[src/rtl/sram_cfg_pkg.sv]
// Shared configuration codes, FSM states, latched-request payload and lane helper
// for the width-configurable SRAM access controller.
package sram_cfg_pkg;

    localparam int unsigned DATA_W = 32;
    localparam int unsigned LANE_W = 8;

    localparam logic [1:0] CONF_X32 = 2'b00;
    localparam logic [1:0] CONF_X16 = 2'b01;
    localparam logic [1:0] CONF_X8  = 2'b10;
    localparam logic [1:0] CONF_ILL = 2'b11;

    typedef enum logic [1:0] {
        IDLE = 2'b00,
        PRE  = 2'b01,
        ACT  = 2'b10,
        RESP = 2'b11
    } state_t;

    // Request fields held for the whole access; the row is kept separately since its width is a parameter.
    typedef struct packed {
        logic              we;
        logic [1:0]        conf;
        logic [1:0]        sel;
        logic [DATA_W-1:0] wdata;
    } req_lat_t;

    // Index of the lowest 8-bit lane occupied by the logical word.
    function automatic logic [1:0] lane_base(input logic [1:0] conf, input logic [1:0] sel);
        case (conf)
            CONF_X16: lane_base = {sel[0], 1'b0};
            CONF_X8:  lane_base = sel;
            default:  lane_base = 2'b00;
        endcase
    endfunction

endpackage

[src/rtl/sram_access_ctrl_if.sv]
// Request/response bus between the bus adapter (master) and the SRAM access controller (slave).
interface sram_access_ctrl_if #(
    parameter int unsigned ADDR_W = 8
) ();

    logic              req_valid;
    logic              req_ready;
    logic              req_we;
    logic [ADDR_W+1:0] req_addr;
    logic [31:0]       req_wdata;
    logic              rsp_valid;
    logic              rsp_ready;
    logic [31:0]       rsp_rdata;
    logic              rsp_err;

    modport master (
        output req_valid, req_we, req_addr, req_wdata, rsp_ready,
        input  req_ready, rsp_valid, rsp_rdata, rsp_err
    );

    modport slave (
        input  req_valid, req_we, req_addr, req_wdata, rsp_ready,
        output req_ready, rsp_valid, rsp_rdata, rsp_err
    );

endinterface

[src/rtl/bl_mask_8_32_2.sv]
// Bitline mask decoder: 1 = bit blocked, 8-bit lanes over a 32-bit row, 2-bit sub-word select.
module bl_mask_8_32_2
    import sram_cfg_pkg::*;
(
    input  logic [1:0]  addr,
    input  logic [1:0]  conf,
    output logic [31:0] mask_c
);

    always_comb begin
        mask_c = '1;
        case (conf)
            CONF_X32: mask_c = '0;
            CONF_X16: mask_c = addr[0] ? 32'h0000_FFFF : 32'hFFFF_0000;
            CONF_X8:  mask_c[{addr, 3'b000} +: 8] = 8'h00;
            default:  mask_c = '1;
        endcase
    end

endmodule

[src/rtl/sram_lane_mux.sv]
// Write-data lane replication and right-justified read-lane extraction.
module sram_lane_mux
    import sram_cfg_pkg::*;
(
    input  logic [1:0]        conf,
    input  logic [1:0]        sel,
    input  logic [DATA_W-1:0] wdata,
    input  logic [DATA_W-1:0] row_rdata,
    output logic [DATA_W-1:0] wdata_c,
    output logic [DATA_W-1:0] rdata_c
);

    logic [DATA_W-1:0] shifted;

    always_comb begin
        shifted = row_rdata >> {lane_base(conf, sel), 3'b000};
        wdata_c = '0;
        rdata_c = '0;
        case (conf)
            CONF_X32: begin
                wdata_c = wdata;
                rdata_c = row_rdata;
            end
            CONF_X16: begin
                wdata_c = {2{wdata[15:0]}};
                rdata_c = {16'h0000, shifted[15:0]};
            end
            CONF_X8: begin
                wdata_c = {4{wdata[LANE_W-1:0]}};
                rdata_c = {24'h00_0000, shifted[LANE_W-1:0]};
            end
            default: begin
                wdata_c = '0;
                rdata_c = '0;
            end
        endcase
    end

endmodule

[src/rtl/sram_access_ctrl.sv]
// Single-access SRAM sequencer: precharge -> wordline/sense -> respond, with
// lane masking and lane muxing for x32/x16/x8 logical words.
module sram_access_ctrl
    import sram_cfg_pkg::*;
#(
    parameter int unsigned ADDR_W       = 8,
    parameter int unsigned SENSE_CYCLES = 2
) (
    input  logic                 clk,
    input  logic                 rst,
    input  logic [1:0]           cfg_conf,
    sram_access_ctrl_if.slave    bus,
    output logic                 sram_pre,
    output logic                 sram_wl_en,
    output logic                 sram_we,
    output logic [ADDR_W-1:0]    sram_row,
    output logic [DATA_W-1:0]    sram_bl_mask,
    output logic [DATA_W-1:0]    sram_wdata,
    input  logic [DATA_W-1:0]    sram_rdata
);

    localparam int unsigned CNT_W = $clog2(SENSE_CYCLES + 1);

    state_t            state;
    state_t            state_d;
    logic [CNT_W-1:0]  cnt;
    logic [CNT_W-1:0]  cnt_d;
    req_lat_t          lat;
    logic [ADDR_W-1:0] row_q;
    logic [DATA_W-1:0] rdata_q;
    logic              err_q;
    logic              ready_q;
    logic              accept;
    logic              last_act;
    logic [DATA_W-1:0] mask_raw;
    logic [DATA_W-1:0] rd_lane;

    assign accept   = bus.req_valid && ready_q;
    assign last_act = (state == ACT) && (cnt == CNT_W'(1));

    // Next-state and wordline counter.
    always_comb begin
        state_d = state;
        cnt_d   = cnt;
        case (state)
            IDLE: if (accept) state_d = (cfg_conf == CONF_ILL) ? RESP : PRE;
            PRE: begin
                state_d = ACT;
                cnt_d   = CNT_W'(SENSE_CYCLES);
            end
            ACT: begin
                cnt_d = cnt - CNT_W'(1);
                if (cnt == CNT_W'(1)) state_d = RESP;
            end
            RESP: if (bus.rsp_ready) state_d = IDLE;
            default: state_d = IDLE;
        endcase
    end

    // Ready is registered so it stays low for the whole time reset is asserted.
    always_ff @(posedge clk) begin
        if (rst) begin
            state   <= IDLE;
            cnt     <= '0;
            lat     <= '0;
            row_q   <= '0;
            rdata_q <= '0;
            err_q   <= 1'b0;
            ready_q <= 1'b0;
        end else begin
            state   <= state_d;
            cnt     <= cnt_d;
            ready_q <= (state_d == IDLE);
            if (accept) begin
                lat     <= '{we: bus.req_we, conf: cfg_conf, sel: bus.req_addr[1:0], wdata: bus.req_wdata};
                row_q   <= bus.req_addr[ADDR_W+1:2];
                rdata_q <= '0;
                err_q   <= (cfg_conf == CONF_ILL);
            end
            if (last_act && !lat.we) rdata_q <= rd_lane;
        end
    end

    bl_mask_8_32_2 u_mask (
        .addr   (lat.sel),
        .conf   (lat.conf),
        .mask_c (mask_raw)
    );

    sram_lane_mux u_lane_mux (
        .conf      (lat.conf),
        .sel       (lat.sel),
        .wdata     (lat.wdata),
        .row_rdata (sram_rdata),
        .wdata_c   (sram_wdata),
        .rdata_c   (rd_lane)
    );

    assign sram_pre     = (state == PRE);
    assign sram_wl_en   = (state == ACT);
    assign sram_we      = (state == ACT) && lat.we;
    assign sram_row     = row_q;
    assign sram_bl_mask = ((state == PRE) || (state == ACT)) ? mask_raw : '1;

    assign bus.req_ready = ready_q;
    assign bus.rsp_valid = (state == RESP);
    assign bus.rsp_rdata = rdata_q;
    assign bus.rsp_err   = err_q;

endmodule

[src/flat_wrapper.sv]
// flat-port wrapper written by rule: the top's interface ports become plain ports
module sram_access_ctrl_flat import sram_cfg_pkg::*;
#(
    parameter int unsigned ADDR_W       = 8,
    parameter int unsigned SENSE_CYCLES = 2
)
  (clk, rst, cfg_conf, sram_pre, sram_wl_en, sram_we, sram_row, sram_bl_mask, sram_wdata, sram_rdata, bus_req_valid, bus_req_we, bus_req_addr, bus_req_wdata, bus_rsp_ready, bus_req_ready, bus_rsp_valid, bus_rsp_rdata, bus_rsp_err);
  sram_access_ctrl_if #(.ADDR_W(ADDR_W)) bus_i ();
  input  logic clk;
  input  logic rst;
  input  logic [1:0] cfg_conf;
  output logic sram_pre;
  output logic sram_wl_en;
  output logic sram_we;
  output logic [ADDR_W-1:0] sram_row;
  output logic [DATA_W-1:0] sram_bl_mask;
  output logic [DATA_W-1:0] sram_wdata;
  input  logic [DATA_W-1:0] sram_rdata;
  input wire logic [$bits(bus_i.req_valid)-1:0] bus_req_valid;
  input wire logic [$bits(bus_i.req_we)-1:0] bus_req_we;
  input wire logic [$bits(bus_i.req_addr)-1:0] bus_req_addr;
  input wire logic [$bits(bus_i.req_wdata)-1:0] bus_req_wdata;
  input wire logic [$bits(bus_i.rsp_ready)-1:0] bus_rsp_ready;
  output wire logic [$bits(bus_i.req_ready)-1:0] bus_req_ready;
  output wire logic [$bits(bus_i.rsp_valid)-1:0] bus_rsp_valid;
  output wire logic [$bits(bus_i.rsp_rdata)-1:0] bus_rsp_rdata;
  output wire logic [$bits(bus_i.rsp_err)-1:0] bus_rsp_err;
  assign bus_i.req_valid = bus_req_valid;
  assign bus_i.req_we = bus_req_we;
  assign bus_i.req_addr = bus_req_addr;
  assign bus_i.req_wdata = bus_req_wdata;
  assign bus_i.rsp_ready = bus_rsp_ready;
  assign bus_req_ready = bus_i.req_ready;
  assign bus_rsp_valid = bus_i.rsp_valid;
  assign bus_rsp_rdata = bus_i.rsp_rdata;
  assign bus_rsp_err = bus_i.rsp_err;
  sram_access_ctrl #(.ADDR_W(ADDR_W), .SENSE_CYCLES(SENSE_CYCLES)) u_core (.clk(clk), .rst(rst), .cfg_conf(cfg_conf), .bus(bus_i), .sram_pre(sram_pre), .sram_wl_en(sram_wl_en), .sram_we(sram_we), .sram_row(sram_row), .sram_bl_mask(sram_bl_mask), .sram_wdata(sram_wdata), .sram_rdata(sram_rdata));
endmodule
[config.mk]
export PLATFORM = sky130hd
export DESIGN_NAME = sram_access_ctrl_flat
export DESIGN_NICKNAME = d
export VERILOG_FILES = /design/src/rtl/sram_cfg_pkg.sv /design/src/rtl/sram_access_ctrl_if.sv /design/src/rtl/bl_mask_8_32_2.sv /design/src/rtl/sram_lane_mux.sv /design/src/rtl/sram_access_ctrl.sv /design/src/flat_wrapper.sv
export SDC_FILE = /design/constraint.sdc
export NUM_CORES = 1
export LEC_CHECK = 0
export ABC_AREA = 1
export CAP_MARGIN = 20
export CORE_MARGIN = 10
export CORE_UTILIZATION = 43
export CTS_CLUSTER_SIZE = 30
export DETAILED_ROUTE_END_ITERATION = 10
export GPL_TIMING_DRIVEN = 0
export PLACE_DENSITY = 0.82
export SETUP_SLACK_MARGIN = 0.05
export SLEW_MARGIN = 20
export SYNTH_ARGS = -nofsm -noshare
export SYNTH_HDL_FRONTEND = slang
export SYNTH_SLANG_ARGS = --single-unit
[constraint.sdc]
create_clock -name clk -period 3.1 [get_ports clk]
set_input_delay 0.775 -clock clk [delete_from_list [all_inputs] [get_ports clk]]
set_output_delay 0.775 -clock clk [all_outputs]
set_load 0.01 [all_outputs]
### Cell classes on the final placement, run 1

Scale: 3 px per µm. Fill, decap, tap and diode cells in grey.
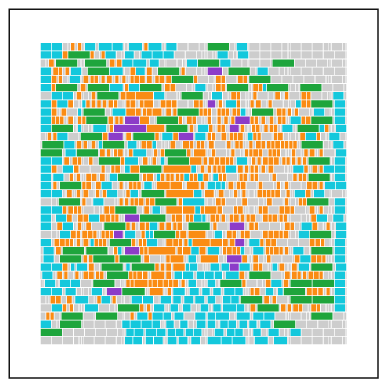
Key: combinational and other logic = orange [cells 545]; other buffers and delay cells = cyan [cells 271]; clock drivers and dummy loads = purple [cells 16]; flops = green [cells 83]

### Clock wires, drivers and flops, run 1

Scale: 4 px per µm.
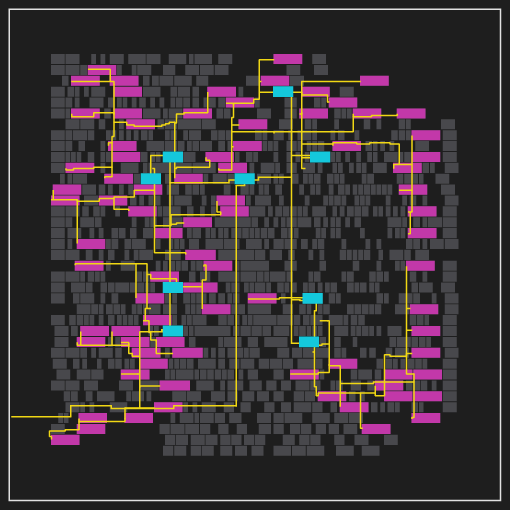
Key: flip-flops = magenta [count 83]; clock drivers = cyan [count 9]; clock wires = yellow [length 1140 µm]
Position of the flops: spread over the die.
worst skew pair latency: 0.37 ns
clock group power: 0.000843 W
clock share of power: 0.173

==> impl_metrics.ini, run 1 <==
; generated from flow reports
[clock_tree]
cts_tree = done
cts_max_level = 3
numClockSinks = 83
clock_tree.root_cell = clkbuf_8
clk_pin_slew_worst_paths_ns = 0.09

[synth]
synth.lib_cells_used.distinct = 24

[die]
die.size.y_um = 122
core_area_um2 = 10300

[worst_setup_path]
worstSetupStartpointType = flop
setup.reg_to_reg.worst_slack_ns = 1.20
max_fo_critical_path = 10

[final_timing]
worstMarginPinSlew_ns = 0.621

[global_route]
grt_antenna_before_repair = 0
globalRouteMet3Util = 0.0785
grt_pass1_wl_um = 26500
global_route.usage.met2 = 0.387

[placement]
finalWeightedCongestion = 0.935
io_buffer_count = 190

[detailed_routing]
detailroute.via_count = 5249
firstDrtPassIters = 5
route.antenna.remaining_nets = 0

[power_and_ir_drop]
powerDensity_nw_per_um2 = 689
post-layout-total-power_w = 0.00487

[job]
max_cap_violations = 0
log.warning_count = 33

[status]
status = finished, final reports clean

[layout]
antenna_cells_inserted = 0
synthesis_to_finish_area_growth_pct = 56.7
### Placement density heat map, run 1

Scale: 2 px per µm. 12 x 12 tiles, from black (low) to pale yellow (high), 0 to 100% covered.
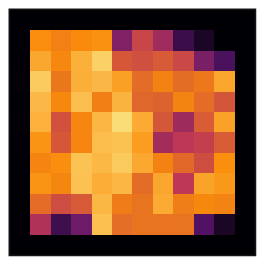
31% of the tiles are nearly empty. The densest ninth of the die: middle. The mean over all tiles is 46%. The emptiest ninth of the die: top right. The fullest tile reaches 93%. 26% of the tiles are over 75% full.

## run 1: metrics by stage
stage,setup TNS (ns),hold WS [ns],worst slack (ns)
CTS,0,0.466,0.0501
global route,0,0.488,0.0282
detailed placement,-3.40,0.452,-0.439
floorplan,0,0.445,0.377
finish,0,0.466,0.0743
global placement,-3.02,0.449,-0.393
## run 1: per-layer routing
layer,vias to the layer above,part of all wire
met1,2384,0.39
met2,195,0.49
met3,27,0.10
li1,2643,-
met5,-,0
met4,0,0.021
## run 1: synth_stat cells
library cell | instances | area (µm²)
inv_1 | 53 | 199
a31oi_1 | 1 | 6.26
a21oi_1 | 47 | 235
inv_2 | 6 | 22.5
nand2_2 | 2 | 12.5
nand3_1 | 67 | 335
buf_4 | 30 | 225
dfxtp_1 | 83 | 1660
nor2_2 | 2 | 12.5
nor2_4 | 2 | 22.5
a21oi_2 | 1 | 8.76
o21ai_1 | 9 | 45.0
nor3_1 | 2 | 10.0
buf_2 | 11 | 55.1
nand2_4 | 2 | 22.5
o21ai_0 | 73 | 365
clkinv_1 | 1 | 3.75
nor2_1 | 82 | 308
o32ai_1 | 8 | 70.1
ha_1 | 9 | 113
buf_1 | 2 | 7.51
a211oi_1 | 1 | 7.51
nand2_1 | 177 | 664
clkbuf_1 | 26 | 97.6
## run 1: critical path: stages, from the launching register on
cell,delay (ns)
dfxtp_2,0.36
ha_1,0.26
inv_2,0.11
buf_4,0.17
nand2_1,0.15
o32ai_1,0.14
inv_1,0.10
nand2_1,0.07
clkdlybuf4s50_1,0.53
## run 1: final cells by class
cell class	count	area, µm²	area share
inverter	60	233	0.0329
buffer	68	419	0.0593
tap	136	170	0.0241
timing repair buffer	203	2020	0.285
sequential	83	1670	0.236
clock buffer	10	138	0.0195
multi-input combinational	485	2350	0.333
clock inverter	6	72.6	0.0103
## run 1: sequential cells by signal (all words and copies together), names as in the netlist
signal,flops
u_core.bus.rsp_err,1
u_core.state,2
u_core.lat,37
u_core.sram_row,8
u_core.cnt,2
u_core.bus.rsp_rdata,32
u_core.bus.req_ready,1
## run 1: path summary, 6_finish.rpt
path | from | to | cells after the start
setup / recovery | u_core.lat[34] | sram_wdata[30] | 8
hold / removal | u_core.bus.rsp_rdata[22] | u_core.bus.rsp_rdata[22] | 2
setup reg to reg | u_core.lat[34] | u_core.bus.rsp_rdata[4] | 10
hold reg to reg | u_core.bus.rsp_rdata[22] | u_core.bus.rsp_rdata[22] | 2
## run 1: power breakdown
| part | switching (W) | total, W | leakage, nW | internal [W] |
|---|---|---|---|---|
| clock | 0.000441 | 0.000843 | 0.103 | 0.000402 |
| sequential | 0.0000863 | 0.00130 | 0.678 | 0.00121 |
| combinational | 0.00132 | 0.00273 | 2.38 | 0.00140 |
## run 1: logic make-up after synthesis
logic type	after synthesis	synth area share
simple gates	336	0.308
compound gates	140	0.164
buf+inv	129	0.135
flops	83	0.368
fa+ha+maj	9	0.0250
## run 1: what timing repair did
action / 4_1_cts / 5_1_grt
endpoints found under the setup margin: 64 / 36
gates resized: 70 / 37
pin swaps: 7 / 6
setup buffers: 7 / 6
==> run 2, diff against run 1 <==
--- a/config.mk
+++ b/config.mk
@@ -8,13 +8,14 @@
 export ABC_AREA = 1
 export CAP_MARGIN = 20
 export CORE_MARGIN = 10
-export CORE_UTILIZATION = 43
+export CORE_UTILIZATION = 45
 export CTS_CLUSTER_SIZE = 30
 export DETAILED_ROUTE_END_ITERATION = 10
 export GPL_TIMING_DRIVEN = 0
-export PLACE_DENSITY = 0.82
+export PLACE_DENSITY = 0.83
 export SETUP_SLACK_MARGIN = 0.05
 export SLEW_MARGIN = 20
 export SYNTH_ARGS = -nofsm -noshare
 export SYNTH_HDL_FRONTEND = slang
+export SYNTH_HIERARCHICAL = 1
 export SYNTH_SLANG_ARGS = --single-unit
### Placement density heat map, run 2

Scale: 2 px per µm. 13 x 13 tiles, from black (low) to pale yellow (high), 0 to 100% covered.
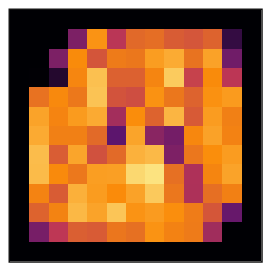
The emptiest ninth of the die: top left. The densest ninth of the die: middle. 25% of the tiles are over 75% full.
final design utilization: 0.685
Core Area: 10900 µm²
Init Core Util: 0.461

### Clock wires, drivers and flops, run 2

Scale: 4 px per µm.
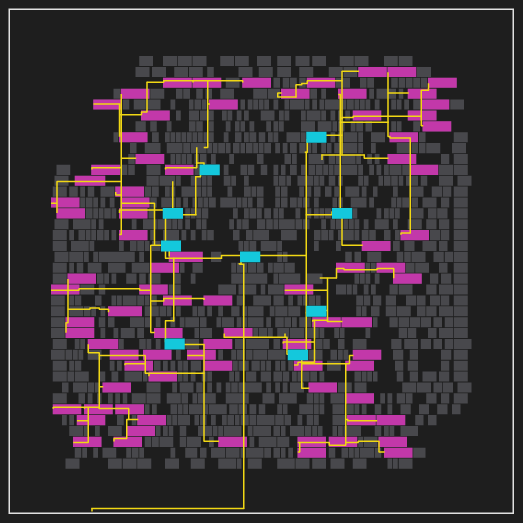
Key: flip-flops = magenta [count 83]; clock wires = yellow [length 1110 µm]; clock drivers = cyan [count 9]
Position of the flops: spread over the die. There are 10 routed clock nets.

==> impl_metrics.ini, run 2 <==
; generated from flow reports
[global_route]
grt_antenna_before_repair = 0

[worst_setup_path]
setup.reg_to_reg.worst_slack_ns = 1.17
worstSetupStartpointType = flop

[synth]
synth.largest_area_cell = dfxtp_1
synth_top_flop_cell = dfxtp_1
synth.lib_cells_used.distinct = 25
post-synth-top-count-cell = nand2_1
fraction_of_registers_with_async_set_reset = 0
yosys.area.top_type_share = 0.331

[clock_tree]
clock_tree.root_cell = clkbuf_8
numClockSinks = 83
cts_max_level = 3
clk_pin_slew_worst_paths_ns = 0.10

[detailed_routing]
route.antenna.remaining_nets = 0

[hold_path]
holdPathStages = 2

[job]
log.warning_count = 33
max_cap_violations = 0

[layout]
synthesis_to_finish_area_growth_pct = 48.5
final-comb-area_um2 = 2640
antenna_cells_inserted = 0

[final_timing]
tns_ns = 0
layout_setup_ws_ns = 0.127

[power_and_ir_drop]
powerDensity_nw_per_um2 = 437

[placement]
io_buffer_count = 190

[status]
status = finished, final reports clean
-- run 2: cell types whose count changed in the layout (fill, tap and decap cells not counted), sizes merged, moves of 11 or more --
cell,delta
nor2,+17
dlygate4sd2,-11
inv,+21
or2,+32
nand2,+31
clkbuf,-11
clkdlybuf4s50,+20
-- run 2: power breakdown --
| part | switching [W] | total [W] | internal [W] |
|---|---|---|---|
| Clock | 0.000487 | 0.000811 | 0.000324 |
| Sequential | 0.0000538 | 0.00120 | 0.00114 |
| Combinational | 0.000618 | 0.00125 | 0.000632 |
| Total | 0.00116 | 0.00326 | 0.00210 |
-- run 2: how the worst max path moves through the flow --
| stage | startpoint | endpoint | slack (ns) | cells after the start |
|---|---|---|---|---|
| final | u_core/lat[34] | sram_wdata[10] | 0.13 | 7 |
| after global placement | u_core/lat[34] | sram_wdata[18] | 0.05 | 6 |
| after global routing | u_core/state[0] | sram_bl_mask[19] | 0.06 | 6 |
| after detailed placement | u_core/lat[34] | sram_wdata[18] | 0.06 | 6 |
| after CTS | u_core/lat[35] | sram_wdata[18] | 0.06 | 5 |
| after floorplan | u_core/lat[34] | sram_wdata[18] | 0.94 | 5 |
-- run 2: metal layers --
metal	global-route usage	wire, µm
met1	0.258	7240
met2	0.340	8440
met3	0.0549	1490
met4	0.0793	396
met5	0	0
-- run 2: per-stage QoR --
step	total power (W)	util
3_3_place_gp	0.00243	0.652
5_1_grt	0.00345	0.685
2_1_floorplan	0.00185	-
3_5_place_dp	0.00245	0.652
4_1_cts	0.00326	0.676
6_report	0.00326	0.685
-- run 2: layout make-up --
cell class / instances / share of cell area
Sequential cell: 83 / 0.224
Inverter: 77 / 0.0394
Timing Repair Buffer: 195 / 0.264
Multi-Input combinational cell: 554 / 0.353
Clock inverter: 7 / 0.0106
Buffer: 71 / 0.0681
Tap cell: 140 / 0.0235
Clock buffer: 9 / 0.0166
-- run 2: logic make-up (layout without fill, tap and decap cells) --
group                      Yosys count  after routing  synth area share
and+or+nand+nor                    417            417             0.356
buffers and inverters              148            359             0.155
AOI/OAI and AO/OA                  127            127             0.134
DFF                                 83             83             0.331
adders and majority gates           10             10            0.0249
-- run 2: worst max-delay path, stage by stage, from the launching register on --
cell and delay [ns]:
dfxtp_4 0.39, ha_1 0.25, inv_4 0.14, nand2_2 0.15, o22ai_1 0.18, inv_1 0.07
o21ai_0 0.06, clkdlybuf4s50_1 0.60
-- run 2: repair_timing --
action	in CTS	in global routing
resized	32	27
pin swaps	1	0
buffers inserted	1	4
setup endpoints to repair	61	51
endpoints found under the hold margin	0	0
Power figures rest on the tool's default switching activity, not on a simulated workload.
